<file path="src/rtl/wb_cpu_bus_arbiter_if.sv">
// ---------------------------------------------------------------------------
// wb_cpu_bus_arbiter_if
//   Signal bundle between the CPU's two wishbone master ports (M0 = data
//   side, M1 = instruction side), the shared system bus and the arbiter.
//
//   Modports
//     slave  : the arbiter's view. It takes requests from both masters and
//              drives the system bus, the per-master responses and gnt.
//     master : the surrounding environment's view (CPU ports plus the system
//              bus slave). Every direction is the opposite of 'slave'.
//
//   Handshake: a master owns a frame from cyc rise to cyc fall. Inside the
//   frame, a transfer is offered while stb=1 and completes in the cycle the
//   slave returns ack=1. err=1 terminates the frame with an error.
// ---------------------------------------------------------------------------
interface wb_cpu_bus_arbiter_if;
    // Master 0 (data side)
    logic        m0_cyc_i;
    logic        m0_stb_i;
    logic [29:0] m0_addr_i;
    logic [2:0]  m0_cti_i;
    logic [1:0]  m0_bte_i;
    logic [3:0]  m0_sel_i;
    logic        m0_we_i;
    logic [31:0] m0_data_i;
    logic [31:0] m0_data_o;
    logic        m0_ack_o;
    logic        m0_err_o;
    // Master 1 (instruction side)
    logic        m1_cyc_i;
    logic        m1_stb_i;
    logic [29:0] m1_addr_i;
    logic [2:0]  m1_cti_i;
    logic [1:0]  m1_bte_i;
    logic [3:0]  m1_sel_i;
    logic        m1_we_i;
    logic [31:0] m1_data_i;
    logic [31:0] m1_data_o;
    logic        m1_ack_o;
    logic        m1_err_o;
    // Shared system bus
    logic        s_cyc_o;
    logic        s_stb_o;
    logic [29:0] s_addr_o;
    logic [2:0]  s_cti_o;
    logic [1:0]  s_bte_o;
    logic [3:0]  s_sel_o;
    logic        s_we_o;
    logic [31:0] s_data_o;
    logic [31:0] s_data_i;
    logic        s_ack_i;
    // Current owner, one-hot (bit0 = M0, bit1 = M1)
    logic [1:0]  gnt;

    modport slave (
        input  m0_cyc_i, m0_stb_i, m0_addr_i, m0_cti_i, m0_bte_i, m0_sel_i,
               m0_we_i, m0_data_i,
        input  m1_cyc_i, m1_stb_i, m1_addr_i, m1_cti_i, m1_bte_i, m1_sel_i,
               m1_we_i, m1_data_i,
        input  s_data_i, s_ack_i,
        output m0_data_o, m0_ack_o, m0_err_o,
        output m1_data_o, m1_ack_o, m1_err_o,
        output s_cyc_o, s_stb_o, s_addr_o, s_cti_o, s_bte_o, s_sel_o,
               s_we_o, s_data_o,
        output gnt
    );

    modport master (
        output m0_cyc_i, m0_stb_i, m0_addr_i, m0_cti_i, m0_bte_i, m0_sel_i,
               m0_we_i, m0_data_i,
        output m1_cyc_i, m1_stb_i, m1_addr_i, m1_cti_i, m1_bte_i, m1_sel_i,
               m1_we_i, m1_data_i,
        output s_data_i, s_ack_i,
        input  m0_data_o, m0_ack_o, m0_err_o,
        input  m1_data_o, m1_ack_o, m1_err_o,
        input  s_cyc_o, s_stb_o, s_addr_o, s_cti_o, s_bte_o, s_sel_o,
               s_we_o, s_data_o,
        input  gnt
    );
endinterface

</file>
<file path="src/rtl/wb_cpu_bus_arbiter.sv">
// ---------------------------------------------------------------------------
// wb_cpu_bus_arbiter
//   Shares one wishbone bus between the CPU data-side master (M0) and the
//   instruction-side master (M1). Ownership is granted per cyc frame so
//   bursts and locked sequences are never split. Contested arbitration is
//   fixed (M0 wins) or round-robin (the master not granted last wins). A
//   watchdog aborts a frame that stalls for TIMEOUT cycles and pulses the
//   owner's err for one cycle.
//
//   Ports
//     clk       : clock
//     rst       : asynchronous active-low reset
//     bus       : wb_cpu_bus_arbiter_if.slave (both masters, system bus, gnt)
//     fsm_state : arbiter state (0 IDLE, 1 OWN0, 2 OWN1, 3 ABORT)
// ---------------------------------------------------------------------------
module wb_cpu_bus_arbiter #(
    parameter int ROUND_ROBIN = 1,
    parameter int TIMEOUT     = 1024
) (
    input  logic                        clk,
    input  logic                        rst,
    wb_cpu_bus_arbiter_if.slave         bus,
    output logic [1:0]                  fsm_state
);

    typedef enum logic [1:0] {
        IDLE  = 2'd0,
        OWN0  = 2'd1,
        OWN1  = 2'd2,
        ABORT = 2'd3
    } state_t;

    localparam logic [15:0] TIMEOUT_LAST = 16'(TIMEOUT - 1);

    state_t      state, state_n;
    logic        last, last_n;      // 0 = M0 granted last, 1 = M1
    logic [15:0] cnt, cnt_n;
    logic [1:0]  err_q, err_n;
    logic        stall;
    logic        timeout_hit;

    // Winner among current requesters; the releasing owner has already
    // dropped cyc, so it never competes with the other master.
    function automatic state_t arbitrate(input logic c0, input logic c1,
                                         input logic lst);
        if (c0 && c1)
            return (ROUND_ROBIN != 0 && !lst) ? OWN1 : OWN0;
        else if (c0)
            return OWN0;
        else if (c1)
            return OWN1;
        else
            return IDLE;
    endfunction

    assign stall       = bus.s_stb_o && !bus.s_ack_i;
    // A coincident ack clears stall, so the ack wins over the threshold.
    assign timeout_hit = (TIMEOUT != 0) && stall && (cnt == TIMEOUT_LAST);

    always_ff @(posedge clk or negedge rst) begin
        if (!rst) begin
            state <= IDLE;
            last  <= 1'b1;
            cnt   <= 16'd0;
            err_q <= 2'b00;
        end else begin
            state <= state_n;
            last  <= last_n;
            cnt   <= cnt_n;
            err_q <= err_n;
        end
    end

    always_comb begin
        state_n = state;
        last_n  = last;
        err_n   = 2'b00;
        case (state)
            IDLE: state_n = arbitrate(bus.m0_cyc_i, bus.m1_cyc_i, last);
            OWN0: begin
                if (!bus.m0_cyc_i)
                    state_n = arbitrate(bus.m0_cyc_i, bus.m1_cyc_i, last);
                else if (timeout_hit) begin
                    state_n = ABORT;
                    err_n   = 2'b01;
                end
            end
            OWN1: begin
                if (!bus.m1_cyc_i)
                    state_n = arbitrate(bus.m0_cyc_i, bus.m1_cyc_i, last);
                else if (timeout_hit) begin
                    state_n = ABORT;
                    err_n   = 2'b10;
                end
            end
            ABORT: begin
                // The aborted master is the one granted last.
                if (last ? !bus.m1_cyc_i : !bus.m0_cyc_i)
                    state_n = arbitrate(bus.m0_cyc_i, bus.m1_cyc_i, last);
            end
            default: state_n = IDLE;
        endcase

        if (state_n == OWN0 && state != OWN0)
            last_n = 1'b0;
        else if (state_n == OWN1 && state != OWN1)
            last_n = 1'b1;

        // Counts consecutive stalled cycles of the same owner; any grant
        // change, ack or stb gap restarts it.
        if (state_n == state && (state == OWN0 || state == OWN1) && stall)
            cnt_n = cnt + 16'd1;
        else
            cnt_n = 16'd0;
    end

    always_comb begin
        bus.s_cyc_o  = 1'b0;
        bus.s_stb_o  = 1'b0;
        bus.s_addr_o = 30'd0;
        bus.s_cti_o  = 3'd0;
        bus.s_bte_o  = 2'd0;
        bus.s_sel_o  = 4'd0;
        bus.s_we_o   = 1'b0;
        bus.s_data_o = 32'd0;
        bus.m0_ack_o = 1'b0;
        bus.m1_ack_o = 1'b0;
        bus.gnt      = 2'b00;
        case (state)
            OWN0: begin
                bus.s_cyc_o  = bus.m0_cyc_i;
                bus.s_stb_o  = bus.m0_stb_i;
                bus.s_addr_o = bus.m0_addr_i;
                bus.s_cti_o  = bus.m0_cti_i;
                bus.s_bte_o  = bus.m0_bte_i;
                bus.s_sel_o  = bus.m0_sel_i;
                bus.s_we_o   = bus.m0_we_i;
                bus.s_data_o = bus.m0_data_i;
                bus.m0_ack_o = bus.s_ack_i;
                bus.gnt      = 2'b01;
            end
            OWN1: begin
                bus.s_cyc_o  = bus.m1_cyc_i;
                bus.s_stb_o  = bus.m1_stb_i;
                bus.s_addr_o = bus.m1_addr_i;
                bus.s_cti_o  = bus.m1_cti_i;
                bus.s_bte_o  = bus.m1_bte_i;
                bus.s_sel_o  = bus.m1_sel_i;
                bus.s_we_o   = bus.m1_we_i;
                bus.s_data_o = bus.m1_data_i;
                bus.m1_ack_o = bus.s_ack_i;
                bus.gnt      = 2'b10;
            end
            default: ;
        endcase
    end

    assign bus.m0_data_o = bus.s_data_i;
    assign bus.m1_data_o = bus.s_data_i;
    assign bus.m0_err_o  = err_q[0];
    assign bus.m1_err_o  = err_q[1];
    assign fsm_state     = state;

endmodule

</file>
<file path="src/flat_wrapper.sv">
// flat-port wrapper written by rule: the top's interface ports become plain ports
module wb_cpu_bus_arbiter_flat 
#(
    parameter int ROUND_ROBIN = 1,
    parameter int TIMEOUT     = 1024
)
  (clk, rst, fsm_state, bus_m0_cyc_i, bus_m0_stb_i, bus_m0_addr_i, bus_m0_cti_i, bus_m0_bte_i, bus_m0_sel_i, bus_m0_we_i, bus_m0_data_i, bus_m1_cyc_i, bus_m1_stb_i, bus_m1_addr_i, bus_m1_cti_i, bus_m1_bte_i, bus_m1_sel_i, bus_m1_we_i, bus_m1_data_i, bus_s_data_i, bus_s_ack_i, bus_m0_data_o, bus_m0_ack_o, bus_m0_err_o, bus_m1_data_o, bus_m1_ack_o, bus_m1_err_o, bus_s_cyc_o, bus_s_stb_o, bus_s_addr_o, bus_s_cti_o, bus_s_bte_o, bus_s_sel_o, bus_s_we_o, bus_s_data_o, bus_gnt);
  wb_cpu_bus_arbiter_if bus_i ();
  input  logic clk;
  input  logic rst;
  output logic [1:0] fsm_state;
  input wire logic [$bits(bus_i.m0_cyc_i)-1:0] bus_m0_cyc_i;
  input wire logic [$bits(bus_i.m0_stb_i)-1:0] bus_m0_stb_i;
  input wire logic [$bits(bus_i.m0_addr_i)-1:0] bus_m0_addr_i;
  input wire logic [$bits(bus_i.m0_cti_i)-1:0] bus_m0_cti_i;
  input wire logic [$bits(bus_i.m0_bte_i)-1:0] bus_m0_bte_i;
  input wire logic [$bits(bus_i.m0_sel_i)-1:0] bus_m0_sel_i;
  input wire logic [$bits(bus_i.m0_we_i)-1:0] bus_m0_we_i;
  input wire logic [$bits(bus_i.m0_data_i)-1:0] bus_m0_data_i;
  input wire logic [$bits(bus_i.m1_cyc_i)-1:0] bus_m1_cyc_i;
  input wire logic [$bits(bus_i.m1_stb_i)-1:0] bus_m1_stb_i;
  input wire logic [$bits(bus_i.m1_addr_i)-1:0] bus_m1_addr_i;
  input wire logic [$bits(bus_i.m1_cti_i)-1:0] bus_m1_cti_i;
  input wire logic [$bits(bus_i.m1_bte_i)-1:0] bus_m1_bte_i;
  input wire logic [$bits(bus_i.m1_sel_i)-1:0] bus_m1_sel_i;
  input wire logic [$bits(bus_i.m1_we_i)-1:0] bus_m1_we_i;
  input wire logic [$bits(bus_i.m1_data_i)-1:0] bus_m1_data_i;
  input wire logic [$bits(bus_i.s_data_i)-1:0] bus_s_data_i;
  input wire logic [$bits(bus_i.s_ack_i)-1:0] bus_s_ack_i;
  output wire logic [$bits(bus_i.m0_data_o)-1:0] bus_m0_data_o;
  output wire logic [$bits(bus_i.m0_ack_o)-1:0] bus_m0_ack_o;
  output wire logic [$bits(bus_i.m0_err_o)-1:0] bus_m0_err_o;
  output wire logic [$bits(bus_i.m1_data_o)-1:0] bus_m1_data_o;
  output wire logic [$bits(bus_i.m1_ack_o)-1:0] bus_m1_ack_o;
  output wire logic [$bits(bus_i.m1_err_o)-1:0] bus_m1_err_o;
  output wire logic [$bits(bus_i.s_cyc_o)-1:0] bus_s_cyc_o;
  output wire logic [$bits(bus_i.s_stb_o)-1:0] bus_s_stb_o;
  output wire logic [$bits(bus_i.s_addr_o)-1:0] bus_s_addr_o;
  output wire logic [$bits(bus_i.s_cti_o)-1:0] bus_s_cti_o;
  output wire logic [$bits(bus_i.s_bte_o)-1:0] bus_s_bte_o;
  output wire logic [$bits(bus_i.s_sel_o)-1:0] bus_s_sel_o;
  output wire logic [$bits(bus_i.s_we_o)-1:0] bus_s_we_o;
  output wire logic [$bits(bus_i.s_data_o)-1:0] bus_s_data_o;
  output wire logic [$bits(bus_i.gnt)-1:0] bus_gnt;
  assign bus_i.m0_cyc_i = bus_m0_cyc_i;
  assign bus_i.m0_stb_i = bus_m0_stb_i;
  assign bus_i.m0_addr_i = bus_m0_addr_i;
  assign bus_i.m0_cti_i = bus_m0_cti_i;
  assign bus_i.m0_bte_i = bus_m0_bte_i;
  assign bus_i.m0_sel_i = bus_m0_sel_i;
  assign bus_i.m0_we_i = bus_m0_we_i;
  assign bus_i.m0_data_i = bus_m0_data_i;
  assign bus_i.m1_cyc_i = bus_m1_cyc_i;
  assign bus_i.m1_stb_i = bus_m1_stb_i;
  assign bus_i.m1_addr_i = bus_m1_addr_i;
  assign bus_i.m1_cti_i = bus_m1_cti_i;
  assign bus_i.m1_bte_i = bus_m1_bte_i;
  assign bus_i.m1_sel_i = bus_m1_sel_i;
  assign bus_i.m1_we_i = bus_m1_we_i;
  assign bus_i.m1_data_i = bus_m1_data_i;
  assign bus_i.s_data_i = bus_s_data_i;
  assign bus_i.s_ack_i = bus_s_ack_i;
  assign bus_m0_data_o = bus_i.m0_data_o;
  assign bus_m0_ack_o = bus_i.m0_ack_o;
  assign bus_m0_err_o = bus_i.m0_err_o;
  assign bus_m1_data_o = bus_i.m1_data_o;
  assign bus_m1_ack_o = bus_i.m1_ack_o;
  assign bus_m1_err_o = bus_i.m1_err_o;
  assign bus_s_cyc_o = bus_i.s_cyc_o;
  assign bus_s_stb_o = bus_i.s_stb_o;
  assign bus_s_addr_o = bus_i.s_addr_o;
  assign bus_s_cti_o = bus_i.s_cti_o;
  assign bus_s_bte_o = bus_i.s_bte_o;
  assign bus_s_sel_o = bus_i.s_sel_o;
  assign bus_s_we_o = bus_i.s_we_o;
  assign bus_s_data_o = bus_i.s_data_o;
  assign bus_gnt = bus_i.gnt;
  wb_cpu_bus_arbiter #(.ROUND_ROBIN(ROUND_ROBIN), .TIMEOUT(TIMEOUT)) u_core (.clk(clk), .rst(rst), .bus(bus_i), .fsm_state(fsm_state));
endmodule
</file>
<file path="config.mk">
export PLATFORM = sky130hd
export DESIGN_NAME = wb_cpu_bus_arbiter_flat
export DESIGN_NICKNAME = d
export VERILOG_FILES = /design/src/rtl/wb_cpu_bus_arbiter_if.sv /design/src/rtl/wb_cpu_bus_arbiter.sv /design/src/flat_wrapper.sv
export SDC_FILE = /design/constraint.sdc
export NUM_CORES = 1
export LEC_CHECK = 0
export ABC_AREA = 1
export CAP_MARGIN = 40
export CELL_PAD_IN_SITES_DETAIL_PLACEMENT = 0
export CELL_PAD_IN_SITES_GLOBAL_PLACEMENT = 2
export CORE_ASPECT_RATIO = 0.7
export CORE_MARGIN = 1
export CORE_UTILIZATION = 11
export DETAILED_ROUTE_END_ITERATION = 10
export GPL_TIMING_DRIVEN = 1
export PLACE_DENSITY_LB_ADDON = 0.1
export SYNTH_ARGS = -nofsm -noshare
export SYNTH_HDL_FRONTEND = slang
export SYNTH_SLANG_ARGS = --single-unit
export TNS_END_PERCENT = 5
</file>
<file path="constraint.sdc">
create_clock -name clk -period 2.5 [get_ports clk]
set_input_delay 0.5 -clock clk [delete_from_list [all_inputs] [get_ports clk]]
set_output_delay 0.5 -clock clk [all_outputs]
set_load 0.005 [all_outputs]
</file>
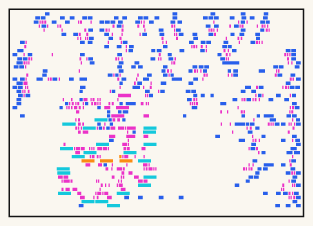
(images/cell_classes.png)
(1.5 px per um)
- magenta: all other logic (cells 357; share of their area 35%)
- blue: other buffers and delay cells (cells 273; share of their area 53%)
- orange: clock drivers and dummy loads (cells 4; share of their area 1.5%)
- cyan: flip-flops (cells 21; share of their area 10%)
Core Footprint: 0.0257 sq mm
final core utilization: 21.8%
Seq area share: 9.43%

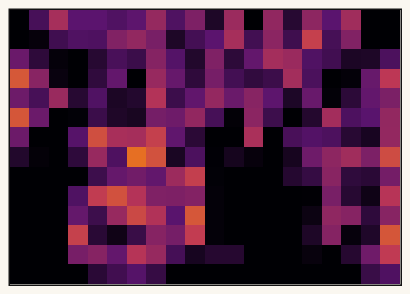
(images/density.png)
(2 px per um) The die is cut into 20 by 14 equal tiles; black is low, pale yellow is high, 0 to 100% covered.
- densest ninth of the die: top center
- nearly empty tiles: 30%
- mean over tiles: 19%
fp util: 11.2%

==> results_slide.txt <==
Implementation Results

STA
  – Max-Slew Margin vs Limit: 62.1%
  – Hold Slack: 0.480 ns
  – Fmax achieved: 397 MHz
  – Worst setup slack after layout: -0.0201 ns
  – Final hold viol count: 0
  – Total negative setup slack: -0.0572 ns
  – Count of final setup violators: 5
  – Final Critical Period: 2.52 ns

Min path
  – Hold_sp: u_core.cnt[0]$_DFF_PN0_

Final layout
  – Nets: 846
  – Post-layout instance area: 0.00559 sq mm
  – # clk buffers: 3
  – Flop count: 21
  – Combinational share of cell area: 30.8%

Global route
  – Met1 global-route usage: 12.4%
  – Most used routing layer: met2
  – Vias in the first global route: 3435

Critical path
  – Worst Setup SP: u_core.fsm_state[0]$_DFF_PN0_
  – Reg2Reg Setup Slack: 0.18 ns
  – WP data arrival: 2.02 ns
  – End of the critical path: bus_s_addr_o[16]
  – Critical path capture point type: output pin
  – CP Depth: 7
  – FF-to-FF Start: u_core.fsm_state[0]$_DFF_PN0_
  – Crit Path Max Fanout: 15

Routing
  – Routed wl met3: 955 um
  – Initial DRT Pass Iterations: 4

CTS
  – Root Driver: clkbuf_16
  – Worst-path clk slew: 0.06 ns
  – TritonCTS clock tree: done
  – CTS H-tree depth: 1

Synthesis
  – Count of cell types in the netlist: 30
  – Post-synth top area cell: nand2_1
  – Synthesized cell area: 0.00287 sq mm
  – Tally of yosys warning messages: 0
  – Simple Share, Synth: 36.2%

Placement
  – Pre-CTS setup slack: -0.0329 ns
  – Global placer's final weighted congestion: 0.702

Floorplanning
  – # Taps: 331
  – Die Y-Extent: 137 um
  – FP Rows: 49

Run status
  – Failing checks: setup timing
  – Status: finished, violations left

Pwr
  – Tot Pwr: 4.75 mW
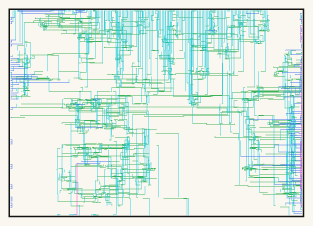
(images/metal_stack.png)
(1.5 px per um)
- magenta: met4 (wire length 176 um)
- blue: met3 (wire length 955 um)
- green: met1 (wire length 6110 um)
- cyan: met2 (wire length 7820 um)
DR WL/cell: 15.3 um
Tot GR Track Use: 10.3%
vias: 3535
final WL: 15100 um

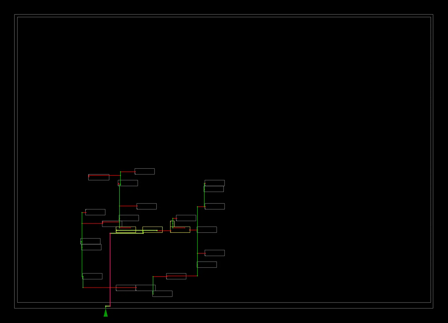
(images/final_clocks.png)
clk latency late pin: 0.25 ns
Num Clock Sinks: 21

==> cells in the final DEF (no fill, tap or decap), types with 4 or more instances in the layout <==
cell and instances:
xor2_1 7, nor2_1 13, nand3_1 7, dlymetal6s2s_1 13, buf_12 5, buf_4 29, nor3_1 6, nand2_1 174
dfrtp_1 20, ha_1 4, clkdlybuf4s50_1 195, nand2_2 6, nor3_2 13, xnor2_1 6, inv_2 5, a21oi_1 75
inv_1 18, dlygate4sd2_1 23, buf_6 4
==> power breakdown <==
part           leakage [nW]  internal [mW]  switching, mW  total (mW)
Sequential            0.287          0.372         0.0193       0.391
Combinational          2.02           2.00           2.02        4.02
Clock                0.0409          0.215          0.124       0.339
==> state kept, by name (all words and copies together), names as in the netlist <==
name / cells
u_core.err_q: 2
u_core.cnt: 16
u_core.fsm_state: 2
u_core.last: 1
Power and IR drop assume default switching activity.
